**src/rtl/mdu_pkg.sv**
```systemverilog
// Shared definitions for the iterative multiply/divide unit: op encodings,
// FSM states and the divide-by-zero quotient constant.
package mdu_pkg;

   localparam logic [2:0] MDU_MULT  = 3'b000;
   localparam logic [2:0] MDU_MULTU = 3'b001;
   localparam logic [2:0] MDU_DIV   = 3'b010;
   localparam logic [2:0] MDU_DIVU  = 3'b011;
   localparam logic [2:0] MDU_MADD  = 3'b100;
   localparam logic [2:0] MDU_MADDU = 3'b101;
   localparam logic [2:0] MDU_MSUB  = 3'b110;
   localparam logic [2:0] MDU_MSUBU = 3'b111;

   typedef enum logic [2:0] {IDLE, MUL, DIV, FIX, DONE} state_e;

   // Wide enough for any supported WIDTH; users slice the low WIDTH bits.
   localparam int                       MDU_MAX_WIDTH = 64;
   localparam logic [MDU_MAX_WIDTH-1:0] MDU_DIV0_QUOT = '1;

   // Even op codes are the signed variants.
   function automatic logic op_is_signed(input logic [2:0] op);
      return ~op[0];
   endfunction

   function automatic logic op_is_div(input logic [2:0] op);
      return op[2:1] == 2'b01;
   endfunction

endpackage

```
**src/rtl/mdu_div_step.sv**
```systemverilog
// One restoring-division step: shift in a dividend bit, trial-subtract the
// divisor, keep the difference when it does not go negative.
module mdu_div_step #(
   parameter int WIDTH = 32
) (
   input  logic [WIDTH-1:0] rem_i,
   input  logic [WIDTH-1:0] div_i,
   input  logic             bit_i,
   output logic [WIDTH-1:0] rem_o,
   output logic             q_o
);

   logic [WIDTH:0] shifted;
   logic [WIDTH:0] diff;

   // NOTE: combinational logic uses blocking assignments and assigns every
   // output on every path, so no latch can be inferred.
   always_comb begin
      shifted = {rem_i, bit_i};
      diff    = shifted - {1'b0, div_i};
      q_o     = ~diff[WIDTH];
      rem_o   = q_o ? diff[WIDTH-1:0] : shifted[WIDTH-1:0];
   end

endmodule

```
**src/rtl/mdu.sv**
```systemverilog
// Iterative multiply/divide unit with start/ready handshake and annul.
// Define MDU_MADD_EN to build the MADD/MADDU/MSUB/MSUBU accumulate adder.
module mdu
   import mdu_pkg::*;
#(
   parameter int WIDTH = 32
) (
   input  logic               clk,
   input  logic               rst,
   input  logic               start_i,
   input  logic [2:0]         op_i,
   input  logic [WIDTH-1:0]   opa_i,
   input  logic [WIDTH-1:0]   opb_i,
   input  logic [2*WIDTH-1:0] hilo_i,
   input  logic               annul_i,
   output logic               busy_o,
   output logic               ready_o,
   output logic [2*WIDTH-1:0] result_o
);

   localparam int CW = $clog2(WIDTH);

   state_e             state_q, state_d;
   logic               busy_q, busy_d;
   logic               ready_q, ready_d;
   logic [2*WIDTH-1:0] result_q, result_d;
   logic [WIDTH-1:0]   a_mag_q, a_mag_d;
   logic [WIDTH-1:0]   b_mag_q, b_mag_d;
   logic               neg_q, neg_d;
   logic               a_neg_q, a_neg_d;
   logic [WIDTH-1:0]   rem_q, rem_d;
   logic [WIDTH-1:0]   quo_q, quo_d;
   logic [CW-1:0]      cnt_q, cnt_d;
`ifdef MDU_MADD_EN
   logic [2:0]         op_q, op_d;
   logic [2*WIDTH-1:0] hilo_q, hilo_d;
`endif

   logic               sgn;
   logic [2*WIDTH-1:0] prod;
   logic [2*WIDTH-1:0] prod_s;
   logic [WIDTH-1:0]   step_rem;
   logic               step_q;

   mdu_div_step #(.WIDTH(WIDTH)) u_step (
      .rem_i (rem_q),
      .div_i (b_mag_q),
      .bit_i (quo_q[WIDTH-1]),
      .rem_o (step_rem),
      .q_o   (step_q)
   );

   always_comb begin
      state_d  = state_q;
      result_d = result_q;
      a_mag_d  = a_mag_q;
      b_mag_d  = b_mag_q;
      neg_d    = neg_q;
      a_neg_d  = a_neg_q;
      rem_d    = rem_q;
      quo_d    = quo_q;
      cnt_d    = cnt_q;
`ifdef MDU_MADD_EN
      op_d     = op_q;
      hilo_d   = hilo_q;
`endif
      sgn    = op_is_signed(op_i);
      prod   = {{WIDTH{1'b0}}, a_mag_q} * {{WIDTH{1'b0}}, b_mag_q};
      prod_s = neg_q ? -prod : prod;

      if (annul_i) begin
         state_d = IDLE;
      end else begin
         unique case (state_q)
            IDLE: if (start_i) begin
               a_mag_d = (sgn && opa_i[WIDTH-1]) ? -opa_i : opa_i;
               b_mag_d = (sgn && opb_i[WIDTH-1]) ? -opb_i : opb_i;
               neg_d   = sgn && (opa_i[WIDTH-1] ^ opb_i[WIDTH-1]);
               a_neg_d = sgn && opa_i[WIDTH-1];
`ifdef MDU_MADD_EN
               op_d    = op_i;
               hilo_d  = hilo_i;
`endif
               if (op_is_div(op_i)) begin
                  if (opb_i == '0) begin
                     result_d = {opa_i, MDU_DIV0_QUOT[WIDTH-1:0]};
                     state_d  = DONE;
                  end else begin
                     rem_d   = '0;
                     quo_d   = (sgn && opa_i[WIDTH-1]) ? -opa_i : opa_i;
                     cnt_d   = '0;
                     state_d = DIV;
                  end
               end else if (op_i[2]) begin
`ifdef MDU_MADD_EN
                  state_d  = MUL;
`else
                  result_d = hilo_i;
                  state_d  = DONE;
`endif
               end else begin
                  state_d = MUL;
               end
            end
            MUL: begin
               result_d = prod_s;
`ifdef MDU_MADD_EN
               if (op_q[2]) result_d = op_q[1] ? hilo_q - prod_s : hilo_q + prod_s;
`endif
               state_d = DONE;
            end
            DIV: begin
               rem_d = step_rem;
               quo_d = {quo_q[WIDTH-2:0], step_q};
               cnt_d = cnt_q + CW'(1);
               if (cnt_q == CW'(WIDTH-1)) state_d = FIX;
            end
            FIX: begin
               result_d = {a_neg_q ? -rem_q : rem_q, neg_q ? -quo_q : quo_q};
               state_d  = DONE;
            end
            DONE: if (!start_i) state_d = IDLE;
            default: state_d = IDLE;
         endcase
      end

      busy_d  = (state_d == MUL) || (state_d == DIV) || (state_d == FIX);
      ready_d = !annul_i && (state_q == DONE) && start_i;
   end

   // NOTE: sequential state uses non-blocking assignments only.
   always_ff @(posedge clk or negedge rst) begin
      if (!rst) begin
         state_q  <= IDLE;
         busy_q   <= 1'b0;
         ready_q  <= 1'b0;
         result_q <= '0;
         a_mag_q  <= '0;
         b_mag_q  <= '0;
         neg_q    <= 1'b0;
         a_neg_q  <= 1'b0;
         rem_q    <= '0;
         quo_q    <= '0;
         cnt_q    <= '0;
`ifdef MDU_MADD_EN
         op_q     <= '0;
         hilo_q   <= '0;
`endif
      end else begin
         state_q  <= state_d;
         busy_q   <= busy_d;
         ready_q  <= ready_d;
         result_q <= result_d;
         a_mag_q  <= a_mag_d;
         b_mag_q  <= b_mag_d;
         neg_q    <= neg_d;
         a_neg_q  <= a_neg_d;
         rem_q    <= rem_d;
         quo_q    <= quo_d;
         cnt_q    <= cnt_d;
`ifdef MDU_MADD_EN
         op_q     <= op_d;
         hilo_q   <= hilo_d;
`endif
      end
   end

   assign busy_o   = busy_q;
   assign ready_o  = ready_q;
   assign result_o = result_q;

endmodule

```
**config.mk**
```make
export PLATFORM = sky130hd
export DESIGN_NAME = mdu
export DESIGN_NICKNAME = d
export VERILOG_FILES = /design/src/rtl/mdu_pkg.sv /design/src/rtl/mdu_div_step.sv /design/src/rtl/mdu.sv
export SDC_FILE = /design/constraint.sdc
export NUM_CORES = 2
export LEC_CHECK = 0
export CAP_MARGIN = 20
export CORE_MARGIN = 10
export CORE_UTILIZATION = 47
export DETAILED_ROUTE_END_ITERATION = 10
export PLACE_DENSITY = 0.62
export SLEW_MARGIN = 20
export SYNTH_ARGS = -nofsm -noshare
export SYNTH_HDL_FRONTEND = slang
export SYNTH_SLANG_ARGS = --single-unit
```
**constraint.sdc**
```tcl
create_clock -name clk -period 12.47 [get_ports clk]
set_clock_uncertainty 0.1 [all_clocks]
set_input_delay 2.494 -clock clk [delete_from_list [all_inputs] [get_ports clk]]
set_output_delay 2.494 -clock clk [all_outputs]
set_load 0.02 [all_outputs]
```
==> ci_impl_report.md <==
### Flow metrics

| Metric | Value |
|---|---|
| Status | `complete, no violations` |
| I/O pin cnt | `about 200` |
| Antenna viol nets, final | `0` |
| Via count | `just over 40000` |
| First-pass GRT wire length | `249000 um` |
| FFs w/ async S/R, synth | `100%` |
| RSZ-0062 raised after global routing | `no` |
| Top cells excl fill/tap | `inv_1 (918), fa_1 (897), nand2_1 (789), and2_1 (602), ha_1 (302)` |
| Worst Path Class, Setup | `reg -> reg` |
| Initial core utilization | `47.3%` |
| Total grt overflow | `0` |
| Cts hold-fix bufs | `0` |
| Cell family with most CP delay | `adder cells` |
| Syn avg cell area | `8.60 sq um` |
| Cell Area, Placed | `roughly 52000 sq um` |
| Hold_sp | `result_o[19]` |
| Drt via density | `between 5 and 6` |
| Critical Path AT | `about 11 ns` |
| Drt drc | `0` |
-- Yosys cell counts, drive strengths merged, types with 30 or more instances --
master / n
a21oi: 191
o22ai: 32
dfrtp: 204
nor3: 85
a31oi: 31
mux2i: 54
nand3: 54
ha: 302
inv: 918
o31ai: 37
xnor2: 118
clkbuf: 306
nand2: 790
xor2: 97
fa: 897
a21o: 59
o21ai: 303
nor4: 30
nor2: 145
nand4: 32
and2: 602
-- worst max-delay path by stage --
| stage | startpoint | to | slack (ns) |
|---|---|---|---|
| floorplan | b_mag_q[2] | result_o[59] | 3.56 |
| global placement | a_mag_q[14] | result_o[61] | 2.22 |
| detailed placement | a_mag_q[14] | result_o[57] | 2.14 |
| CTS | a_mag_q[14] | result_o[53] | 1.99 |
| global route | b_mag_q[10] | result_o[56] | 1.41 |
| finish | b_mag_q[3] | result_o[57] | 1.93 |
-- per-layer routing --
metal,vias up,share of wire [%],GRT usage (%)
met5,-,0.0063,0
met3,204,9.0,5.10
met1,20445,43,38.1
li1,17951,-,-
met4,2,2.6,6.40
met2,1664,45,42.8
-- flip-flops by register name (all words and copies together) (netlist names) --
register and flops:
a_mag_q 32, a_neg_q 1, b_mag_q 32, busy_o 1
cnt_q 5, neg_q 1, quo_q 32, ready_o 1
rem_q 32, result_o 64, state_q 3
-- layout make-up --
cell class | count | share of cell area, %
tap | 1380 | 3.25
multi-input combinational | 4243 | 74.0
inverter | 918 | 6.49
timing repair buffer | 289 | 5.07
sequential | 204 | 9.65
clock inverter | 16 | 0.339
clock buffer | 30 | 1.23
-- cells by family (layout without fill, tap and decap cells) --
logic type	after synthesis	count (layout)	synth area share, %
compound gates	879	879	11.3
xor+xnor	215	215	3.84
fa+ha+maj	1199	1199	44.3
buf+inv	1253	1253	9.67
flops	204	204	10.4
mux	56	56	1.17
simple gates	1894	1894	19.3
==> images/clocks.png <==
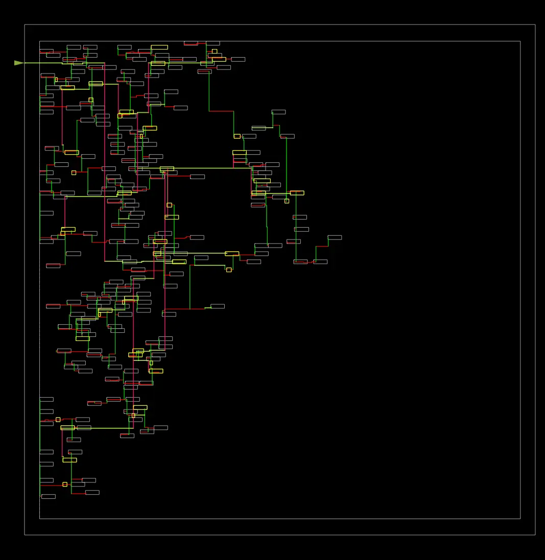
TritonCTS Buffers: 25
registers: 204
Clock Sinks: 204
clk_buf instances: 30
Late-Pin Clk Latency: 0.60 ns

==> images/sizes.png <==
(1.5 px per um)
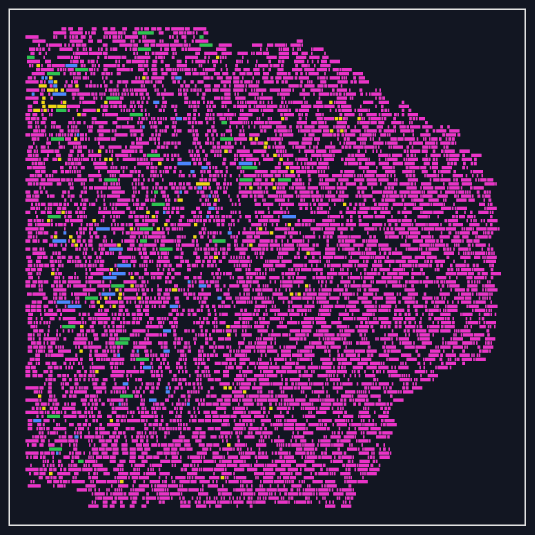
[_0 and _1 cells] magenta | cells: 5510 | share: 97%
[_2 cells] blue | cells: 52 | share: 0.91%
[_3 and _4 cells] yellow | cells: 103 | share: 1.8%
[_6 and larger] green | cells: 35 | share: 0.61%

